**src/rtl/mem_1rw_arbiter.sv**
```systemverilog
// mem_1rw_arbiter: two-requester round-robin arbiter in front of one
// single-port RAM (read latency 1). Each requester gets a registered,
// backpressured response slot. Optional build macro MEM_1RW_ARB_BOUNDS_EN
// suppresses RAM access for addresses >= DEPTH and flags them with err=1.

// Per-requester response slot: tracks the in-flight access and holds the
// response until the requester consumes it.
module mem_1rw_arb_slot #(
  parameter int DATA_W = 64
) (
  input  logic              clock,
  input  logic              reset,
  input  logic              i_req_valid,
  input  logic              i_resp_ready,
  input  logic              i_grant,
  input  logic              i_write,
  input  logic              i_oob,
  input  logic [DATA_W-1:0] i_ram_rdata,
  output logic              o_elig,
  output logic              o_resp_valid,
  output logic [DATA_W-1:0] o_resp_rdata,
  output logic              o_resp_err
);
  logic              r_pend;
  logic              r_pend_zero;  // write ack or range error: no RAM data
  logic              r_pend_err;
  logic              r_resp_valid;
  logic [DATA_W-1:0] r_resp_rdata;
  logic              r_resp_err;

  // A slot may issue only when nothing is in flight and the response
  // register will be empty (or popped) by the time the capture lands.
  assign o_elig = i_req_valid & ~r_pend & (~r_resp_valid | i_resp_ready);

  // Remember what kind of access went out so the capture knows what to load.
  always_ff @(posedge clock) begin
    if (reset) begin
      r_pend      <= 1'b0;
      r_pend_zero <= 1'b0;
      r_pend_err  <= 1'b0;
    end else begin
      r_pend      <= i_grant;
      r_pend_zero <= i_grant & (i_write | i_oob);
      r_pend_err  <= i_grant & i_oob;
    end
  end

  // Response register: capture has priority over a pop in the same cycle.
  always_ff @(posedge clock) begin
    if (reset) begin
      r_resp_valid <= 1'b0;
      r_resp_rdata <= '0;
      r_resp_err   <= 1'b0;
    end else if (r_pend) begin
      r_resp_valid <= 1'b1;
      r_resp_rdata <= r_pend_zero ? '0 : i_ram_rdata;
      r_resp_err   <= r_pend_err;
    end else if (r_resp_valid & i_resp_ready) begin
      r_resp_valid <= 1'b0;
      r_resp_rdata <= '0;
      r_resp_err   <= 1'b0;
    end
  end

  assign o_resp_valid = r_resp_valid;
  assign o_resp_rdata = r_resp_rdata;
  assign o_resp_err   = r_resp_err;
endmodule

module mem_1rw_arbiter #(
  parameter int DEPTH  = 48,
  parameter int ADDR_W = 6,
  parameter int DATA_W = 64
) (
  input  logic              clock,
  input  logic              reset,
  input  logic              req0_valid,
  output logic              req0_ready,
  input  logic              req0_write,
  input  logic [ADDR_W-1:0] req0_addr,
  input  logic [DATA_W-1:0] req0_wdata,
  output logic              resp0_valid,
  input  logic              resp0_ready,
  output logic [DATA_W-1:0] resp0_rdata,
  output logic              resp0_err,
  input  logic              req1_valid,
  output logic              req1_ready,
  input  logic              req1_write,
  input  logic [ADDR_W-1:0] req1_addr,
  input  logic [DATA_W-1:0] req1_wdata,
  output logic              resp1_valid,
  input  logic              resp1_ready,
  output logic [DATA_W-1:0] resp1_rdata,
  output logic              resp1_err,
  output logic [ADDR_W-1:0] RW0_addr,
  output logic              RW0_en,
  output logic              RW0_wmode,
  output logic [DATA_W-1:0] RW0_wdata,
  input  logic [DATA_W-1:0] RW0_rdata
);
  localparam int NUM_REQ = 2;

  logic [NUM_REQ-1:0]             w_req_valid;
  logic [NUM_REQ-1:0]             w_req_write;
  logic [NUM_REQ-1:0][ADDR_W-1:0] w_req_addr;
  logic [NUM_REQ-1:0][DATA_W-1:0] w_req_wdata;
  logic [NUM_REQ-1:0]             w_resp_ready;
  logic [NUM_REQ-1:0]             w_elig;
  logic [NUM_REQ-1:0]             w_grant;
  logic [NUM_REQ-1:0]             w_resp_valid;
  logic [NUM_REQ-1:0][DATA_W-1:0] w_resp_rdata;
  logic [NUM_REQ-1:0]             w_resp_err;
  logic                           w_sel;
  logic                           w_oob;
  logic                           r_last;

  assign w_req_valid  = {req1_valid, req0_valid};
  assign w_req_write  = {req1_write, req0_write};
  assign w_req_addr   = {req1_addr, req0_addr};
  assign w_req_wdata  = {req1_wdata, req0_wdata};
  assign w_resp_ready = {resp1_ready, resp0_ready};

  // Round-robin grant; a tie goes to the requester not granted last.
  // Nothing is granted while reset is high so no access leaks out.
  always_comb begin
    w_grant = '0;
    if (!reset) begin
      case (w_elig)
        2'b01:   w_grant = 2'b01;
        2'b10:   w_grant = 2'b10;
        2'b11:   w_grant = r_last ? 2'b01 : 2'b10;
        default: w_grant = 2'b00;
      endcase
    end
  end

  // Without a grant the mux defaults to req0 so addr/wdata stay quiet.
  assign w_sel = w_grant[1];

`ifdef MEM_1RW_ARB_BOUNDS_EN
  assign w_oob = ({1'b0, w_req_addr[w_sel]} >= (ADDR_W+1)'(DEPTH));
`else
  assign w_oob = 1'b0;
`endif

  assign RW0_en    = (|w_grant) & ~w_oob;
  assign RW0_wmode = RW0_en & w_req_write[w_sel];
  assign RW0_addr  = w_req_addr[w_sel];
  assign RW0_wdata = w_req_wdata[w_sel];

  // Track the most recent winner; reset favours req0 on the first tie.
  always_ff @(posedge clock) begin
    if (reset)          r_last <= 1'b1;
    else if (|w_grant)  r_last <= w_grant[1];
  end

  for (genvar g = 0; g < NUM_REQ; g++) begin : g_slot
    mem_1rw_arb_slot #(.DATA_W(DATA_W)) u_slot (
      .clock        (clock),
      .reset        (reset),
      .i_req_valid  (w_req_valid[g]),
      .i_resp_ready (w_resp_ready[g]),
      .i_grant      (w_grant[g]),
      .i_write      (w_req_write[g]),
      .i_oob        (w_oob),
      .i_ram_rdata  (RW0_rdata),
      .o_elig       (w_elig[g]),
      .o_resp_valid (w_resp_valid[g]),
      .o_resp_rdata (w_resp_rdata[g]),
      .o_resp_err   (w_resp_err[g])
    );
  end

  assign req0_ready  = w_grant[0];
  assign req1_ready  = w_grant[1];
  assign resp0_valid = w_resp_valid[0];
  assign resp1_valid = w_resp_valid[1];
  assign resp0_rdata = w_resp_rdata[0];
  assign resp1_rdata = w_resp_rdata[1];
  assign resp0_err   = w_resp_err[0];
  assign resp1_err   = w_resp_err[1];
endmodule
```
**config.mk**
```make
export PLATFORM = sky130hd
export DESIGN_NAME = mem_1rw_arbiter
export DESIGN_NICKNAME = d
export VERILOG_FILES = /design/src/rtl/mem_1rw_arbiter.sv
export SDC_FILE = /design/constraint.sdc
export NUM_CORES = 1
export LEC_CHECK = 0
export ABC_AREA = 1
export CORE_AREA = 8 8 157 159
export DETAILED_ROUTE_END_ITERATION = 10
export DIE_AREA = 0 0 165 167
export PLACE_DENSITY = 0.68
export SLEW_MARGIN = 30
export SYNTH_ARGS = -nofsm -noshare
export SYNTH_HDL_FRONTEND = slang
export SYNTH_HIERARCHICAL = 1
export SYNTH_SLANG_ARGS = --single-unit
```
**constraint.sdc**
```tcl
create_clock -name clock -period 1.89 [get_ports clock]
set_input_delay 0.378 -clock clock [delete_from_list [all_inputs] [get_ports clock]]
set_output_delay 0.378 -clock clock [all_outputs]
set_load 0.02 [all_outputs]
```
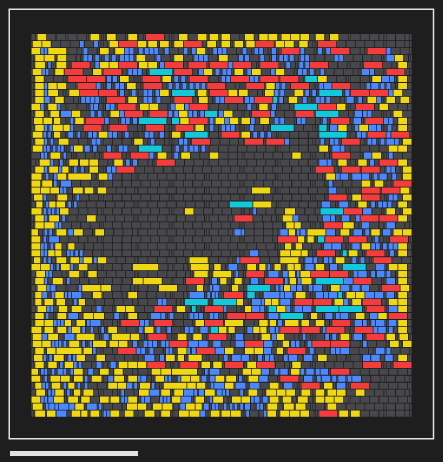
**Above:** run 1 (cells coloured by class).
Bar = 50 um. Fill, decap, tap and diode cells in grey.
legend:
  yellow:
    class: remaining buffers and delay cells
    cells: 482
    share_of_their_area: 42%
  red:
    class: registers
    cells: 139
    share_of_their_area: 23%
  cyan:
    class: clock drivers and dummy loads
    cells: 32
    share_of_their_area: 5.1%
  blue:
    class: remaining logic cells
    cells: 643
    share_of_their_area: 30%

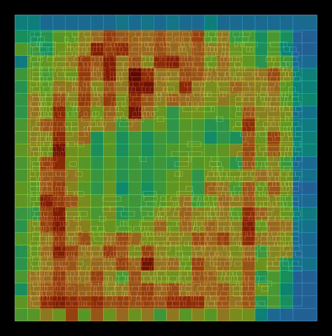
**Above:** run 1 (routing congestion map).
Routed WL per cell: 21.7 um
Final Util: 55.8%
Most Used Layer, Global Route: met2
GRT Resource Usage Total: 23.5%

==> reports/metrics.yaml, run 1 <==
status: "complete, but fails checks"
violations: "negative setup slack"
xor_share_pct: 0
syn_to_final_growth_pct: 84.3
drive_gt1_share_pct: 26.2
pg_seq_mw: 3.07
cp.buffers_inverters: 5
postLayoutSetupSlackWorst_ns: -0.383
seq_area_frac_synth_pct: 41.4
cp.required_ns: 1.51
floorplan.core_util_pct: 30.3
cts_max_path_buffers: 2
finalWeightedCongestion: 0.896
yosysWarningCount: 6
path_delay_family: "buffers and inverters"
reg2regPathDepth: 13
htreeDepth: 4
slew_viol_final: 0
holdPathStages: 4
power.share.sequential_pct: 35.3
yosys-top-cells-area: "dfxtp_1 (41%), nand3_1 (16%), nand2_1 (12%)"
flop_cell: "dfxtp_1"
postSynthCellCount: 862
cts.hold.buffers_added: 0
firstDrtPassIters: 5
ys_cells: 862
arrival_ns: 1.89
common_cells: "nand2_1 (223), nand3_1 (219), dfxtp_1 (139)"
post-place-cells: 1523
final_common_cell: "clkdlybuf4s50_1"
numCtsBuffers: 17
ys.flops: 139
crit_chain: "nand2_2, and3_4, nand2_4, nand3_4, buf_12, inv_8, buf_16, buf_8, nand2_1, nand2_1, buf_6"
largest_reg_flops: 128
dieArea_um2: 27600
fmax_mhz: 440
regToRegSetupSlack_ns: 0.07
crit_fanout: 8
cts_tree: "done"
ys_chip_area_um2: 6730
insertion_delay_ns: 0.42
critPathCapture: "RW0_wdata[40]"
core_area_um2: 22200
hold_start: "reset"
p_clk_mw: 3.49
pin_count: 418
grt.overflow.total: 0
final_cells: 1584
layout_top_cells: "clkdlybuf4s50_1 (336), nand3_1 (218), nand2_1 (167), dfxtp_1 (135), a21oi_1 (79)"
ys_sh_aoi_pct: 13.1
power_mw: 8.70
cp-end-kind: "output pin"
max_cap_viol_count: 0
top_logic_kind: "simple AND/OR/NAND/NOR gates"
timing.rr.start: "g_slot[0].u_slot/o_resp_valid$_SDFFE_PP0P_"
cp_slowest_stage_delay_ns: 0.32
grt_pass1_vias: 7894
place_ws_ns: -0.988
p_int_mw: 6.26
die_y_um: 167
netlist_area_um2: 6730
via_per_inst: 5.05
mux_share_pct: 0
hold_path_class: "input port to flop"
core.rowCount: 55
crit_path_start_kind: "flop"
slowest_stage: "dfxtp_2"
pwr_density_cell_nw_per_um2: 702
finalSetupTns_ns: -22.29
routed_wl_um: 34300
setup_viol: 72
fin_crit_sh_pct: 120
hold_ws_ns: 0.308
avgSynthCellArea_um2: 7.81
cp-startpoint: "g_slot[0].u_slot/o_resp_valid$_SDFFE_PP0P_"
cts_setup_buffers: 19
power_leader: "the clock network"
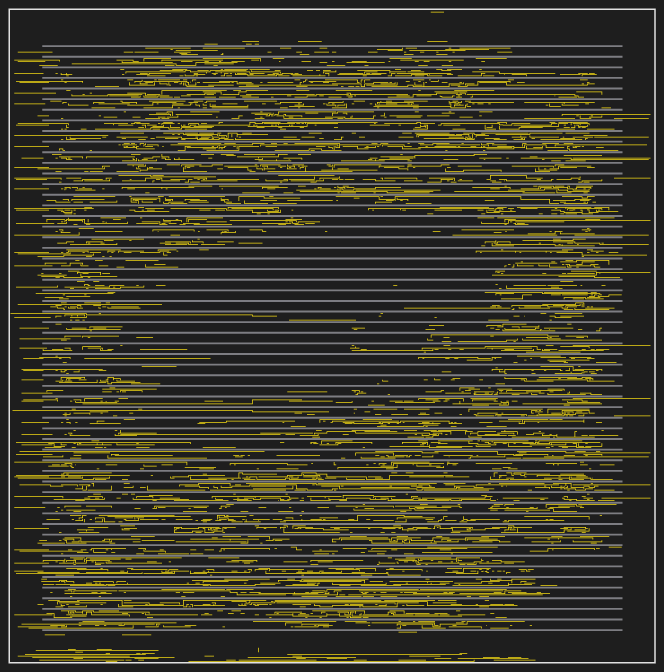
**Above:** run 1 (the metal 1 layer).
Supply wires on this layer in grey.
nets with wire on the layer: 1,337
wire length on this layer: 13,400 um
longest straight run: 73.1 um
main direction: horizontal
share of all routed wire: 39%

[run 1: cell type report]
cell class | instances | area, um^2
diodes | 3 | 7.51
clock buffers | 19 | 453
clock inverters | 13 | 161
fillers | 2035 | 9830
inverters | 11 | 56.3
multi-input cells | 631 | 3550
flip-flops and latches | 139 | 2790
well taps | 285 | 357
repair buffers | 482 | 5010
repair inverters | 1 | 11.3
[run 1: layer usage]
metal / vias to the layer above / wire length [um] / global-route usage, %
li1: 3755 / - / -
met1: 3796 / 13400 / 27.3
met2: 397 / 17200 / 40.7
met3: 50 / 2680 / 5.99
met4: 0 / 1020 / 8.27
met5: - / 0 / 0
[run 1: worst min-delay path: cells and delay by family]
kind / cells / cell delay [ns]
AND/OR/NAND/NOR: 1 / 0.05
buffers and inverters: 3 / 0.25
==> run 2: changes to the inputs <==
Settings changed: GPL_ROUTABILITY_DRIVEN from default to 0.
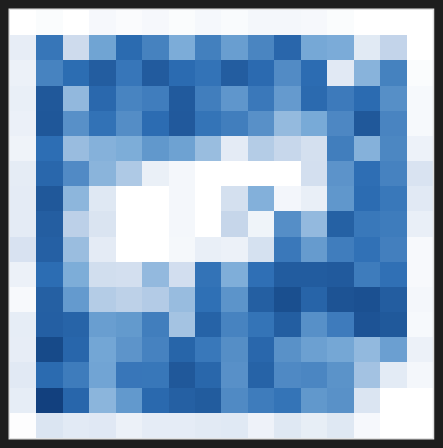
**Above:** run 2 (placement density heat map).
16 x 17 tiles, from white (low) to dark blue (high), 0 to 100% covered.
densest ninth of the die: south
emptiest ninth of the die: centre
fullest tile: 94%
nearly empty tiles: 8.5%
mean over tiles: 44%

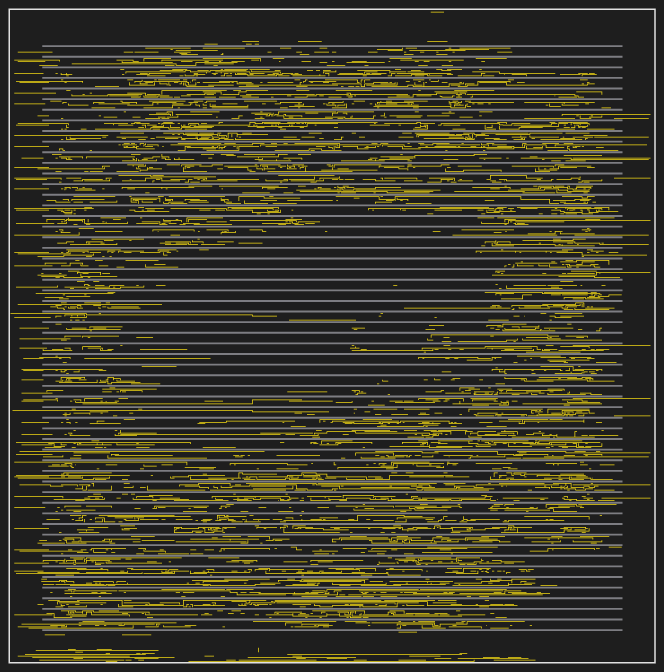
**Above:** run 2 (the metal 1 layer).
Supply wires on this layer in grey.
longest straight run: 73.1 um
wire length on this layer: 13,400 um
main direction: horizontal
nets with wire on the layer: 1,337

==> run 2 against run 1 <==
Net effect:
- the run still ends with negative setup slack left
- non-clock buffer count is the same
- via count is the same
- hold slack is the same
- worst setup slack is the same
- critical endpoint unchanged
- largest power group unchanged
==> reports/metrics.yaml, run 2 <==
route.met2.wl_um: 17200  # unchanged
yosys-top-cells-area: "dfxtp_1 (41%), nand3_1 (16%), nand2_1 (12%)"
grtUsageMet2_pct: 40.7  # unchanged
cts.hold.buffers_added: 0  # unchanged
use_met1_pct: 27.3  # unchanged
busiest_layer: "met2"
pin_count: 418  # unchanged
cp-startpoint: "g_slot[0].u_slot/o_resp_valid$_SDFFE_PP0P_"
grt.overflow.total: 0  # unchanged
core_area_um2: 22200  # unchanged
fin_util_pct: 55.8  # unchanged
routed_wl_um: 34300  # unchanged
final_common_cell: "clkdlybuf4s50_1"
common_cells: "nand2_1 (223), nand3_1 (219), dfxtp_1 (139)"
ys.flops: 139  # unchanged
power.share.sequential_pct: 35.3  # about the same
violations: "negative setup slack"
numCtsBuffers: 17  # unchanged
ys_cells: 862  # unchanged
die_y_um: 167  # unchanged
slowest_stage: "dfxtp_2"
cp.buffers_inverters: 5  # unchanged
htreeDepth: 4  # unchanged
setup_viol: 72  # unchanged
p_int_mw: 6.26  # unchanged
crit_path_start_kind: "flop"
postLayoutSetupSlackWorst_ns: -0.383  # unchanged
status: "complete, but fails checks"
ys_chip_area_um2: 6730  # unchanged
cts_max_path_buffers: 2  # unchanged
avgSynthCellArea_um2: 7.81  # unchanged
crit_chain: "nand2_2, and3_4, nand2_4, nand3_4, buf_12, inv_8, buf_16, buf_8, nand2_1, nand2_1, buf_6"
global_route.usage.total_pct: 23.5  # unchanged
globalRouteMet3Util_pct: 5.99  # unchanged
ys_sh_aoi_pct: 13.1  # unchanged
netlist_area_um2: 6730  # unchanged
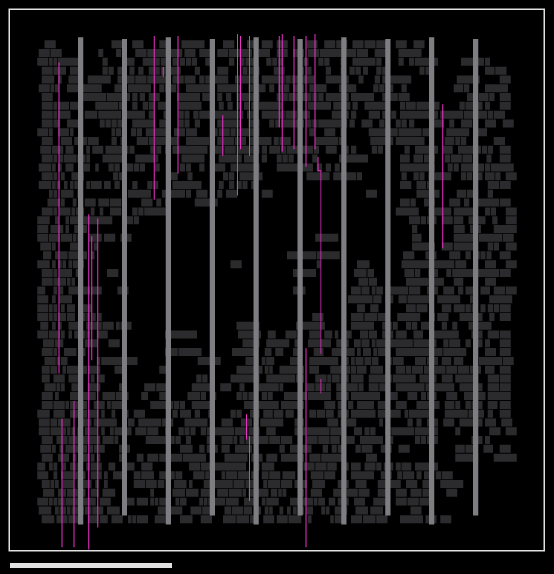
**Above:** run 2 (met4 routing).
Bar = 50 um. Supply wires on this layer in grey. Cells faint in the background.
wire length on this layer: 1,020 um
longest straight run: 103 um
main direction: vertical
nets with wire on the layer: 22

run 2: kinds of logic after synthesis:
family / count (synthesis)
AND-OR/OR-AND: 136
AND/OR/NAND/NOR: 491
buffers and inverters: 95
other: 1
flip-flops: 139
run 2: tightest hold or removal path, cell delays in order:
cell	delay (ns)
buf_6	0.08
inv_2	0.04
buf_4	0.13
nand2_1	0.05
run 2: final cells by class:
| class | count | area (um^2) |
|---|---|---|
| Antenna cell | 3 | 7.51 |
| Clock inverter | 13 | 161 |
| Tap cell | 285 | 357 |
| Sequential cell | 139 | 2790 |
| Multi-Input combinational cell | 631 | 3550 |
| Timing Repair inverter | 1 | 11.3 |
| Inverter | 11 | 56.3 |
| Fill cell | 2035 | 9830 |
| Timing Repair Buffer | 482 | 5010 |
| Clock buffer | 19 | 453 |
Power is estimated from default activity; no workload was simulated.
